==> config.mk <==
export PLATFORM = sky130hd
export DESIGN_NAME = bin2bcd_seq
export DESIGN_NICKNAME = d
export VERILOG_FILES = /design/src/rtl/bin2bcd_seq.sv
export SDC_FILE = /design/constraint.sdc
export NUM_CORES = 1
export LEC_CHECK = 0
export CORE_ASPECT_RATIO = 2
export CORE_MARGIN = 3
export CORE_UTILIZATION = 45
export CTS_BUF_LIST = sky130_fd_sc_hd__clkbuf_4
export CTS_CLUSTER_DIAMETER = 120
export DETAILED_ROUTE_END_ITERATION = 8
export PLACE_DENSITY = 0.75
export REMOVE_ABC_BUFFERS = 1
export SYNTH_ARGS = -nofsm -noshare
export SYNTH_HDL_FRONTEND = slang
export SYNTH_SLANG_ARGS = --single-unit
==> constraint.sdc <==
create_clock -name clk -period 4.3 [get_ports clk]
set_input_delay 0.43 -clock clk [delete_from_list [all_inputs] [get_ports clk]]
set_output_delay 0.43 -clock clk [all_outputs]
set_load 0.1 [all_outputs]
==> src/rtl/bin2bcd_seq.sv <==
// bin2bcd_seq: sequential double-dabble binary-to-BCD converter, one bit per clock,
// with start/busy/done handshake, leading-zero blanking mask and overflow flag.
module bin2bcd_seq #(
  parameter int BIN_W  = 32,
  parameter int DIGITS = 10,
  parameter int CNT_W  = $clog2(BIN_W + 1)
) (
  input  logic                  clk,
  input  logic                  rst_n,
  input  logic                  start,
  input  logic [BIN_W-1:0]      bin_in,
  output logic                  busy,
  output logic                  done,
  output logic [4*DIGITS-1:0]   bcd_out,
  output logic [DIGITS-1:0]     digit_en,
  output logic                  ovf
);
  typedef enum logic {IDLE, SHIFT} state_t;
  state_t state, state_nxt;
  logic [BIN_W-1:0] bin_sr;
  logic [4*DIGITS-1:0] work, adj, work_nxt;
  logic ovf_w, ovf_nxt, last;
  logic [CNT_W-1:0] cnt;
  logic [DIGITS:0] nz;
  assign busy = state == SHIFT;
  always_comb begin
    adj = work;
    for (int i = 0; i < DIGITS; i++)
      adj[4*i +: 4] = work[4*i +: 4] >= 4'd5 ? work[4*i +: 4] + 4'd3 : work[4*i +: 4];
    work_nxt = {adj[4*DIGITS-2:0], bin_sr[BIN_W-1]};
    ovf_nxt = ovf_w | adj[4*DIGITS-1];
    // nz[i]: some digit at or above i is nonzero in the post-shift result
    nz = '0;
    for (int i = DIGITS - 1; i >= 0; i--)
      nz[i] = nz[i+1] | (|work_nxt[4*i +: 4]);
    last = state == SHIFT && cnt == CNT_W'(1);
    state_nxt = state == IDLE ? (start ? SHIFT : IDLE) : (last ? IDLE : SHIFT);
  end
  always_ff @(posedge clk or negedge rst_n)
    if (!rst_n) state <= IDLE;
    else state <= state_nxt;
  always_ff @(posedge clk or negedge rst_n) begin
    if (!rst_n) begin
      bin_sr   <= '0;
      work     <= '0;
      ovf_w    <= 1'b0;
      cnt      <= '0;
      done     <= 1'b0;
      bcd_out  <= '0;
      digit_en <= DIGITS'(1);
      ovf      <= 1'b0;
    end else begin
      done <= last;
      if (state == IDLE && start) begin
        bin_sr <= bin_in;
        work   <= '0;
        ovf_w  <= 1'b0;
        cnt    <= CNT_W'(BIN_W);
      end else if (state == SHIFT) begin
        bin_sr <= bin_sr << 1;
        work   <= work_nxt;
        ovf_w  <= ovf_nxt;
        cnt    <= cnt - CNT_W'(1);
      end
      if (last) begin
        bcd_out  <= work_nxt;
        ovf      <= ovf_nxt;
        digit_en <= ovf_nxt ? '1 : nz[DIGITS-1:0] | DIGITS'(1);
      end
    end
  end
endmodule

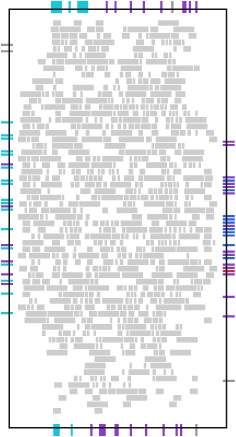
run_1/pins.png
Pins as bars across the die edge, other pins in grey.
colour	port	pins	direction	edge
blue	digit_en	10	output	right
cyan	bin_in	32	input	17 left, 11 top, 4 bottom
purple	bcd_out	40	output	14 right, 11 bottom, 9 top, 6 left
red	ovf	1	output	right
all pins by edge	26 right, 25 left, 21 top, 16 bottom
Die X-Extent: 90.7 microns
Die Y: 175 microns
number of buffers inserted by port buffering: 86

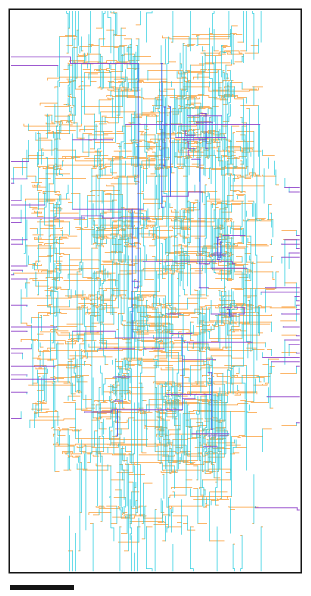
run_1/metal_stack.png
Bar = 20 microns.
colour	layer	wire length
blue	met4	314 microns
cyan	met2	8340 microns
purple	met3	749 microns
orange	met1	5740 microns

==> impl_metrics.toml, run 1 <==
# yosys + openroad results
[detailed_routing]
remaining_antenna_violation_count = 0
wl_met2_mm = 8.34
detail_route.vias_per_cell = 5.41
drt_first_pass_iters = 5
drc_errors = 0

[clock_tree]
cts_htree_levels = 4
cts-root-to-sink-buffers = 2
clock_tree.root_cell = "clkbuf_4"
cts_post_setup_buffers_inserted = 0

[grt]
grt_max_degree = 79
grt_util_overall_pct = 19.8
grt_busiest_layer = "met2"
grtUsageMet3_pct = 4.84

[worst_setup_path]
worstReg2RegStart = "work[36]"
critical_path_arrival_ns = 2.58
crit_path_max_incr_delay_ns = 1.26
worst-r2r-setup-slack_ns = 1.71
crit-reg2reg-capture = "digit_en[1]"
crit_buf_inv = 1

[layout]
area.share.sequential_pct = 42.2
dominant_cells = "registers"
buffers_excl_clock = 93
areaGrowthSynthToFinish_pct = 20.4

[floorplanning]
taps = 189
floorplanUtilization_pct = 46.3

[final_timing]
fin_crit_sh_pct = 70.0
grt_setup_unrepaired = "no"
relSlewSlack_pct = 26.7

[synth]
fraction_of_registers_with_async_set_reset_pct = 100
edf_count = 0
ys_warn_count = 0
synth_flops = 131
netlist_area_sq_mm = 0.00646
cell_type_contributing_the_most_total_cell_area_after_synthesis = "dfrtp_1"
flop_cell = "dfrtp_1"

[outcome]
status = "finished, final reports clean"

[min_path]
hold_path.class = "primary input to asynchronous set/reset pin"
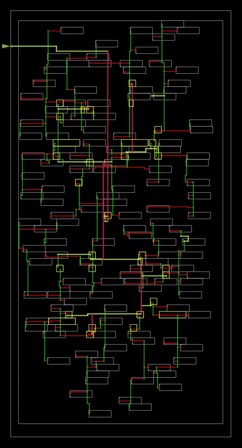
run_1/final_clocks.png
number of buffers added by the clock tree synthesis step: 17
registers: 131
Clock buffer cells: 21

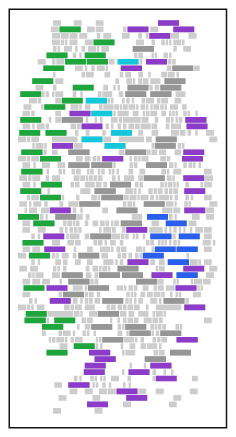
run_1/registers.png
Other sequential cells in the stronger grey, the rest of the logic in the fainter grey.
colour	signal	sequential cells	where
cyan	cnt	6	top middle
green	bin_sr	32	a vertical strip on the left
blue	digit_en	9	right middle
purple	bcd_out	40	spread over the die

==> run 2, diff against run 1 <==
==> constraint.sdc (replaced) <==
create_clock -name clk -period 3 [get_ports clk]
set_input_delay 0.3 -clock clk [delete_from_list [all_inputs] [get_ports clk]]
set_output_delay 0.3 -clock clk [all_outputs]
set_load 0.1 [all_outputs]
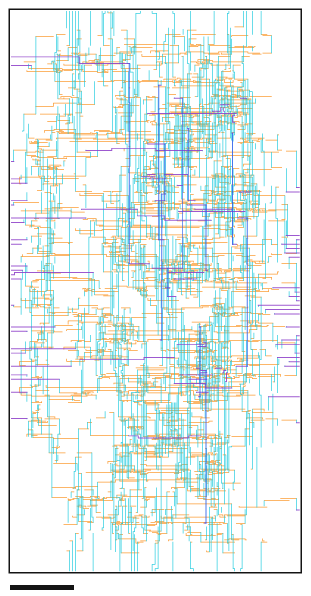
run_2/metal_stack.png
Bar = 20 microns.
colour	layer	wire length
blue	met4	429 microns
orange	met1	5810 microns
cyan	met2	8050 microns
purple	met3	702 microns

==> run 2 against run 1 <==
Net effect:
- clock skew grew 0.0025 ns
- area after synthesis is the same
- sequential cell count is the same
- synthesized cell count is the same
- non-clock buffer count grew 2
- setup slack lost 0.89 ns
- critical path depth grew 7
- register-to-register slack lost 1.3 ns
- die area is the same
- largest cell class unchanged
==> impl_metrics.toml, run 2 <==
# yosys + openroad results
[detailed_routing]
drc_errors = 0
drt_first_pass_iters = 5

[grt]
grt_busiest_layer = "met2"
grt_max_degree = 120
grt_util_overall_pct = 19.6

[synth]
fraction_of_registers_with_async_set_reset_pct = 100
netlist_area_sq_mm = 0.00646
ys_warn_count = 0
cell_type_contributing_the_most_total_cell_area_after_synthesis = "dfrtp_1"
edf_count = 0
synth_flops = 131

[worst_setup_path]
worst-r2r-setup-slack_ns = 0.40
crit_buf_inv = 1
crit-reg2reg-capture = "digit_en[1]"

[final_timing]
fin_crit_sh_pct = 86.7
grt_setup_unrepaired = "no"
relSlewSlack_pct = 35.1

[layout]
num-clock-buffers = 20
dominant_cells = "registers"
buffers_excl_clock = 95
ff_count = 131

[outcome]
status = "finished, final reports clean"

[floorplanning]
floorplanUtilization_pct = 46.3
taps = 189
die.size.x_microns = 90.7

[min_path]
hold_path.class = "primary input to asynchronous set/reset pin"

[clock_tree]
cts-root-to-sink-buffers = 2
cts_buffers = 17
clock_tree.root_cell = "clkbuf_4"
==> run 3, diff against run 2 <==
--- a/config.mk
+++ b/config.mk
@@ -9,7 +9,7 @@
 export CORE_MARGIN = 3
 export CORE_UTILIZATION = 45
 export CTS_BUF_LIST = sky130_fd_sc_hd__clkbuf_4
-export CTS_CLUSTER_DIAMETER = 120
+export CTS_CLUSTER_DIAMETER = 200
 export DETAILED_ROUTE_END_ITERATION = 8
 export PLACE_DENSITY = 0.75
 export REMOVE_ABC_BUFFERS = 1
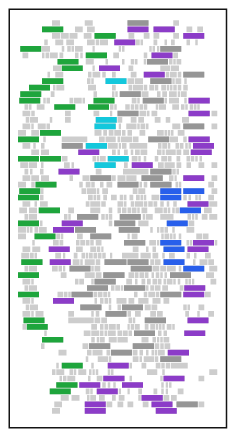
run_3/registers.png
Other sequential cells in the stronger grey, the rest of the logic in the fainter grey.
colour	signal	sequential cells
purple	bcd_out	40
green	bin_sr	32
cyan	cnt	6
blue	digit_en	9
register cell area after layout: 0.00328 sq mm
final core area utilization: 55.0%
flop share of the area: 42.7%

==> run 3 against run 2 <==
Net effect:
- wire length did not move
- synthesized cell count did not move
- final cell count did not move
- critical path type unchanged
- setup slack did not move
- non-clock buffer count did not move
- sequential share of layout area did not move
==> impl_metrics.toml, run 3 <==
# yosys + openroad results
[outcome]
status = "finished, final reports clean"

[worst_setup_path]
worst-r2r-setup-slack_ns = 0.40
critical_path_arrival_ns = 3.02
critPathSlowestCell = "or4_1"
crit_buf_inv = 1
crit_path_max_incr_delay_ns = 0.64
worstReg2RegStart = "work[36]"

[clock_tree]
cts-root-to-sink-buffers = 2
cts_buffers = 17
cts_post_setup_buffers_inserted = 0
cts_htree_levels = 4

[layout]
area_share_clock_buf_inv_pct = 3.75
dominant_cells = "registers"
ff_count = 131
final_design_area_no_fill_sq_mm = 0.00768
areaGrowthSynthToFinish_pct = 18.8
buffers_excl_clock = 95

[floorplanning]
taps = 189
die.size.x_microns = 90.7
coreArea_sq_mm = 0.0140
floorplanUtilization_pct = 46.3
die-height_microns = 175

[grt]
grtUsageMet3_pct = 4.93

[detailed_routing]
remaining_antenna_violation_count = 0
drt_first_pass_iters = 5
drc_errors = 0

[synth]
flop_cell = "dfrtp_1"
netlist_area_sq_mm = 0.00646
synth_flops = 131
cell_type_contributing_the_most_total_cell_area_after_synthesis = "dfrtp_1"
edf_count = 0
ys_warn_count = 0

[min_path]
hold_path.class = "primary input to asynchronous set/reset pin"

[final_timing]
fin_crit_sh_pct = 86.7
grt_setup_unrepaired = "no"
finalHoldViolCount = 0

[placement]
place.port_buffers = 86
